## config.mk

```make
export PLATFORM = sky130hd
export DESIGN_NAME = frame_packer
export DESIGN_NICKNAME = d
export VERILOG_FILES = /design/src/rtl/frame_pkg.sv /design/src/rtl/frame_packer_bit_deserializer.sv /design/src/rtl/frame_packer.sv
export SDC_FILE = /design/constraint.sdc
export NUM_CORES = 1
export LEC_CHECK = 0
export CORE_UTILIZATION = 54
export CTS_CLUSTER_SIZE = 30
export DETAILED_ROUTE_END_ITERATION = 12
export GPL_ROUTABILITY_DRIVEN = 0
export PLACE_DENSITY = 0.79
export SYNTH_ARGS = -nofsm -noshare
export SYNTH_HDL_FRONTEND = slang
export SYNTH_SLANG_ARGS = --single-unit
```

## constraint.sdc

```tcl
create_clock -name CLK_40 -period 2.2 [get_ports CLK_40]
set_input_delay 0.33 -clock CLK_40 [delete_from_list [all_inputs] [get_ports CLK_40]]
set_output_delay 0.33 -clock CLK_40 [all_outputs]
set_load 0.05 [all_outputs]
```

## src/rtl/frame_pkg.sv

```systemverilog
// frame_pkg: shared types and defaults for the frame packer.
//   state_t         - packer FSM state encoding (also exposed on fsm_state)
//   byte_t          - one packed video byte
//   FRAME_BYTES_DEF - bytes per frame (320x240 1-bit pixels)
//   ADDR_W_DEF      - frame-buffer byte-address width
package frame_pkg;

  localparam int FRAME_BYTES_DEF = 9600;
  localparam int ADDR_W_DEF      = 14;

  typedef logic [7:0] byte_t;

  typedef enum logic [1:0] {
    ST_IDLE = 2'd0,
    ST_FILL = 2'd1,
    ST_DONE = 2'd2
  } state_t;

endpackage

```

## src/rtl/frame_packer_bit_deserializer.sv

```systemverilog
// bit_deserializer: collects MSB-first serial bits into bytes.
// Ports:
//   CLK_40     in  system clock (rising edge)
//   reset_n    in  synchronous active-low reset
//   clear      in  drop any partial byte (wins over bit_valid)
//   enable     in  accept bits only while high
//   bit_valid  in  strobe: bit_in is a new bit
//   bit_in     in  serial data bit
//   byte_valid out one-cycle pulse, byte_data holds a complete byte
//   byte_data  out completed byte, first received bit in bit 7
module bit_deserializer
  import frame_pkg::*;
(
  input  logic       CLK_40,
  input  logic       reset_n,
  input  logic       clear,
  input  logic       enable,
  input  logic       bit_valid,
  input  logic       bit_in,
  output logic       byte_valid,
  output logic [7:0] byte_data
);

  // Only seven bits need storing: the eighth goes straight into byte_data.
  logic [6:0] shift_q;
  logic [2:0] bit_cnt_q;

  always_ff @(posedge CLK_40) begin
    if (!reset_n) begin
      shift_q    <= '0;
      bit_cnt_q  <= '0;
      byte_valid <= 1'b0;
      byte_data  <= '0;
    end else if (clear) begin
      shift_q    <= '0;
      bit_cnt_q  <= '0;
      byte_valid <= 1'b0;
    end else begin
      byte_valid <= 1'b0;
      if (enable && bit_valid) begin
        shift_q   <= {shift_q[5:0], bit_in};
        bit_cnt_q <= bit_cnt_q + 3'd1;
        if (bit_cnt_q == 3'd7) begin
          byte_valid <= 1'b1;
          byte_data  <= byte_t'({shift_q, bit_in});
        end
      end
    end
  end

endmodule

```

## src/rtl/frame_packer.sv

```systemverilog
// frame_packer: packs a serial 1-bit video stream into bytes and writes them
// to a frame-buffer RAM, one frame of FRAME_BYTES bytes at a time.
// Optional feature: define FRAME_PACKER_PINGPONG_EN for double-buffered
// banking (wr_bank toggles per frame, disp_bank gets the finished bank).
// Ports:
//   CLK_40      in  system clock (rising edge)
//   reset_n     in  synchronous active-low reset
//   bit_valid   in  strobe for bit_in
//   bit_in      in  serial video bit, MSB-first
//   frame_start in  arm / restart packing at byte 0
//   wr_en       out write request valid
//   wr_addr     out byte address of the request
//   wr_data     out packed byte
//   wr_ready    in  RAM accepts the request this cycle
//   wr_bank     out bank being written
//   disp_bank   out bank released for display
//   frame_done  out one-cycle pulse per completed frame
//   frame_count out completed frames, wrapping
//   overflow    out sticky: a completed byte was dropped
//   fsm_state   out current FSM state (debug)
// Handshake: a write transfers on a rising edge where wr_en && wr_ready;
// wr_en/wr_addr/wr_data hold steady until then and wr_en never depends on
// wr_ready.
module frame_packer
  import frame_pkg::*;
#(
  parameter int FRAME_BYTES = FRAME_BYTES_DEF,
  parameter int ADDR_W      = ADDR_W_DEF
) (
  input  logic              CLK_40,
  input  logic              reset_n,
  input  logic              bit_valid,
  input  logic              bit_in,
  input  logic              frame_start,
  output logic              wr_en,
  output logic [ADDR_W-1:0] wr_addr,
  output logic [7:0]        wr_data,
  input  logic              wr_ready,
  output logic              wr_bank,
  output logic              disp_bank,
  output logic              frame_done,
  output logic [15:0]       frame_count,
  output logic              overflow,
  output logic [1:0]        fsm_state
);

  localparam logic [ADDR_W-1:0] LAST_ADDR = ADDR_W'(FRAME_BYTES - 1);

  // Index arithmetic wraps at the frame length so an address can never
  // run past the last byte, even when bytes are dropped.
  function automatic logic [ADDR_W-1:0] next_idx(input logic [ADDR_W-1:0] i);
    return (i == LAST_ADDR) ? '0 : i + ADDR_W'(1);
  endfunction

  state_t            state_q;
  logic [ADDR_W-1:0] idx_q;
  logic [ADDR_W-1:0] idx_acc;
  logic              accept;
  logic              byte_valid;
  byte_t             byte_data;

  assign fsm_state = state_q;

  bit_deserializer u_deser (
    .CLK_40     (CLK_40),
    .reset_n    (reset_n),
    .clear      (frame_start),
    .enable     (state_q != ST_IDLE),
    .bit_valid  (bit_valid),
    .bit_in     (bit_in),
    .byte_valid (byte_valid),
    .byte_data  (byte_data)
  );

  assign accept  = wr_en & wr_ready;
  // Byte index after this cycle's acceptance, used for a byte loading now.
  assign idx_acc = accept ? next_idx(idx_q) : idx_q;

  always_ff @(posedge CLK_40) begin
    if (!reset_n) begin
      state_q     <= ST_IDLE;
      idx_q       <= '0;
      wr_en       <= 1'b0;
      wr_addr     <= '0;
      wr_data     <= '0;
      frame_done  <= 1'b0;
      frame_count <= '0;
      overflow    <= 1'b0;
    end else if (frame_start) begin
      // Restart: pending write cancelled, no frame_done for the partial frame.
      state_q    <= ST_FILL;
      idx_q      <= '0;
      wr_en      <= 1'b0;
      frame_done <= 1'b0;
    end else begin
      frame_done <= 1'b0;
      if (state_q != ST_IDLE) begin
        if (byte_valid && wr_en && !wr_ready) begin
          // Holding register still busy: drop the new byte but keep its slot.
          overflow <= 1'b1;
          idx_q    <= next_idx(idx_q);
        end else if (byte_valid) begin
          wr_en   <= 1'b1;
          wr_addr <= idx_acc;
          wr_data <= byte_data;
          idx_q   <= idx_acc;
        end else begin
          idx_q <= idx_acc;
          if (accept) wr_en <= 1'b0;
        end

        if (state_q == ST_DONE) begin
          state_q <= ST_FILL;
        end else if (accept && wr_addr == LAST_ADDR) begin
          state_q     <= ST_DONE;
          frame_done  <= 1'b1;
          frame_count <= frame_count + 16'd1;
        end
      end
    end
  end

`ifdef FRAME_PACKER_PINGPONG_EN
  // Swap banks on the DONE cycle: the finished bank goes to display.
  always_ff @(posedge CLK_40) begin
    if (!reset_n) begin
      wr_bank   <= 1'b0;
      disp_bank <= 1'b1;
    end else if (state_q == ST_DONE) begin
      disp_bank <= wr_bank;
      wr_bank   <= ~wr_bank;
    end
  end
`else
  assign wr_bank   = 1'b0;
  assign disp_bank = 1'b0;
`endif

endmodule
```

==> images/wire_density.png <==
Scale bar: 20 um. The die is cut into 16 by 16 equal tiles; dark blue is low, red is high, scaled to the fullest tile. Values are wire area over tile area, all layers added.
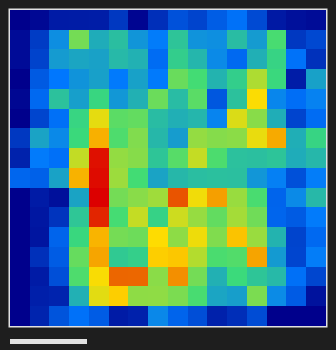
mean over tiles = 0.18
emptiest ninth of the die = upper left
fullest tile = 0.49
tiles over half the peak = 31%

==> images/cell_classes.png <==
Fill, decap, tap and diode cells in grey.
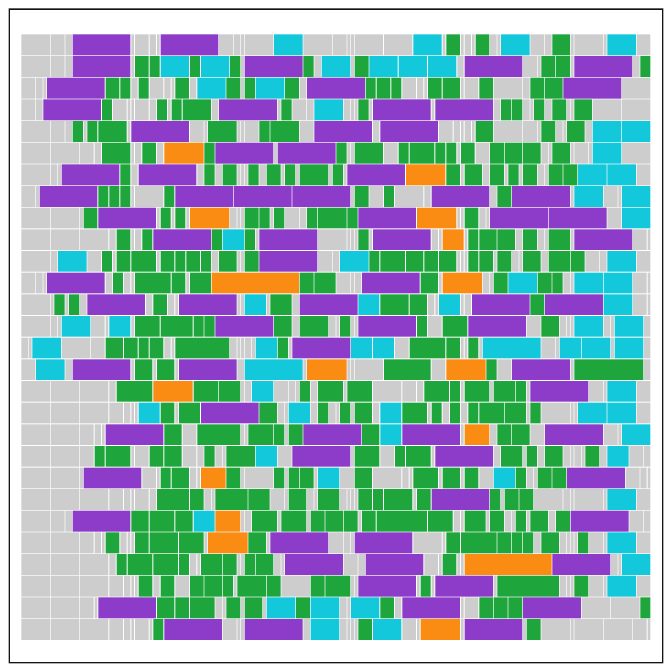
cyan -> other buffers and delay cells  # cells 69
purple -> flip-flops  # cells 76
orange -> clock drivers and dummy loads  # cells 16
green -> all other logic  # cells 298

==> images/met1.png <==
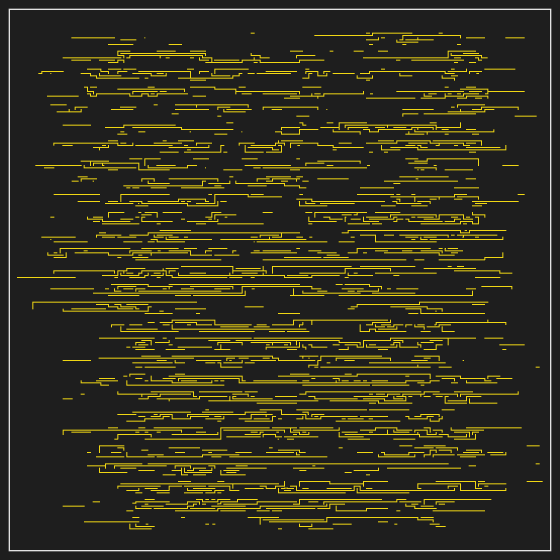
wire length on this layer = 4020 um
nets with wire on the layer = 417
DR vias: 3057
M1 GR Usage: 36.4%
Routed WL: 7.87 mm

==> run summary <==
flow finished, numbers: Die Span X roughly 82 um, Setup crit end kind output port, post_cts resized 0, initial antenna violation count 0, asr flop ratio synth 0%, setup TNS 0 ps, layer with the highest usage met1, Post-route DRC 0, worst-margin pin slew 523 ps, Core ar. 6030 um^2, GR Util All Layers 24.9%, Chip Area, Yosys 3450 um^2, antenna viol nets, final 0, dpl ws -0.608 ps, CP Launch Type flip-flop, Tool Warnings 26, Worst path depth 2, first-pass GRT wire length 12.6 mm, maximum number of pins on one net before global-route repair 35, Synth Area in XOR/XNOR 3.81%, DR pass1 iterations 4, Placed Area 4040 um^2, First DRT Iteration DRCs between 150 and 200, grt ovf 0, met2 Track Usage GR between 30% and 40%, EDFF count, synth 0, worst hold stages 2, Vias per Instance 5.72, most frequent logic cell in the layout dfxtp_1, CP Data Required Time around 1900 ps, Synth cell types 59, worst reg2reg endpoint wr_addr[5]$_SDFFE_PN0P_, CP max stage delay 820 ps, DIE HEIGHT 81.9 um, Worst EP arrival 1740 ps, DIE AREA 6710 um^2, row count 28, path depth of the worst reg2reg path 6, clk_lat worst skew approximately 350 ps, clock buffer depth 2, Mean Syn Cell Area 8.53 um^2, Final HPWL DP approximately 5.4 mm, hold path start u_deser.byte_data[6]$_SDFFE_PN0P_, endpoints failing setup 0, Adder Share, Synth 1.45%, worst setup path class reg -> out, IO Pins 51, status finished clean, DR WL met3 325 um, crit-path max FO 9, Synth Seq Share between 40 and 50%, post-synthesis cell area approximately 3400 um^2, relative slew slack 65.0%, Synth Area in Compound Gates between 10% and 20%, FF-to-FF setup slack 250 ps, Synth area leaders dfxtp_1 (44%), a21oi_1 (6.4%), nand2_1 (6.3%), M1 WL around 4 mm, fmax 0.484 GHz, H-tree Lvls 3, Synth Register Bits about 76, Power per Cell Area approximately 630 nW/um^2, wire length on met2 3.41 mm, Final Hold Fails 0, Port Buffers 48, Top non-seq family simple AND/OR/NAND/NOR gates, # Max-Cap Violations 0, area leader, netlist dfxtp_1, Leak Pwr 1.43 nW, Hold Crit Endpoint wr_data[6]$_SDFFE_PN0P_, top sig layer met4, Ant. Diodes 0, Final min period 2070 ps, CTS clk-pin slew, worst paths about 90 ps, Gate Count Post-Synth 404, routed len/inst around 15 um, Synth top area share 44.1%, Critical Path End fsm_state[0], ys flop type dfxtp_1, Peak VDD IR roughly 0.4 mV
==> images/met3.png <==
Scale bar: 20 um.
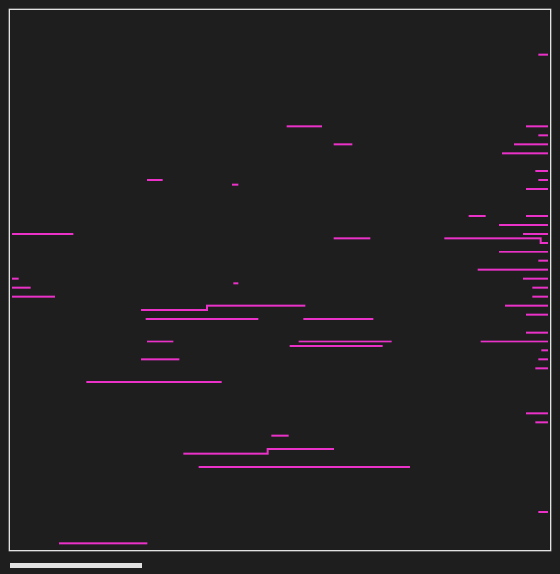
longest straight run = 31.7 um
share of all routed wire = 4.1%
main direction = horizontal
met3 Use GR: 3.56%

==> images/final_clocks.png <==
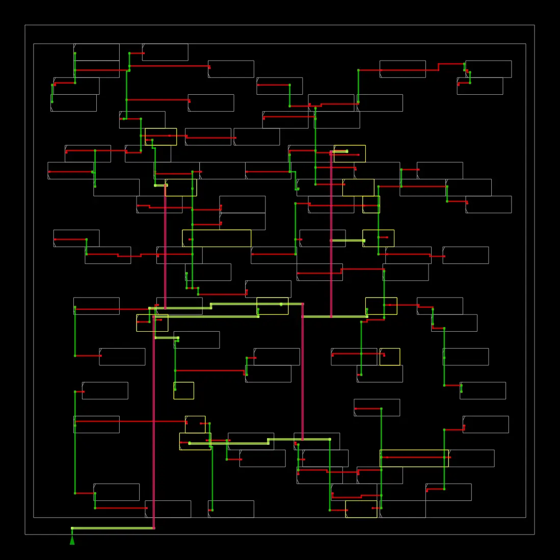
CTS Buf Count: 9
Sink Count: 76
Clock Power: 0.00123 W
Flop Count: 76

[registers in the layout, indices dropped and copies added (netlist names)]
signal,cells
idx_q,14
frame_count,16
u_deser.byte_valid,1
u_deser.shift_q,7
fsm_state,2
frame_done,1
u_deser.byte_data,8
wr_data,8
wr_addr,14
u_deser.bit_cnt_q,3
overflow,1
wr_en,1
[final cells by class]
class                      instances  area (um^2)
inverter                           6         22.5
timing repair buffer              69          663
clock inverter                     6         93.8
multi-input combinational        292         1740
fill                             479         1760
clock buffer                      10          138
sequential                        76         1520
tap                               75         93.8
[worst register-to-register path: stages, from the launching register on]
cell     delay (ps)
dfxtp_1         440
ha_1            240
and3_1          310
and3_4          270
nand2_1         240
a31oi_1         250
a31oi_1          90
[cell usage after synthesis, drive strengths merged (2+ instances only)]
cell type / count
o21ai: 28
and2: 3
a41oi: 2
nor3b: 2
nand2b: 2
a311oi: 4
ha: 4
xor2: 8
o31ai: 2
a21oi: 45
nand4b: 3
mux2i: 10
dfxtp: 76
o21a: 2
nor2: 30
nand3: 13
inv: 6
and3: 4
nor3: 9
or3: 16
nand2: 59
clkbuf: 16
a211oi: 4
nor4: 3
buf: 15
a31oi: 6
nand4: 10
xnor2: 7
[per-stage QoR]
step / utilization, % / total power, W / instances / hold WS [ps]
after floorplan: - / 0.00146 / 405 / 431
after global placement: 67.0 / 0.00149 / 518 / 444
after detailed placement: 67.0 / 0.00149 / 518 / 446
after CTS: 70.9 / 0.00270 / 534 / 459
after global routing: 70.9 / 0.00276 / 534 / 471
final: 70.9 / 0.00269 / 534 / 456
[where the power goes]
group          leakage (nW)  switching [W]   total, W  internal [W]
sequential            0.612     0.00000191    0.00138       0.00138
combinational         0.702      0.0000542  0.0000839     0.0000297
clock                 0.113       0.000549    0.00123      0.000680
total                  1.43       0.000605    0.00269       0.00209
Power is estimated from default activity; no workload was simulated.
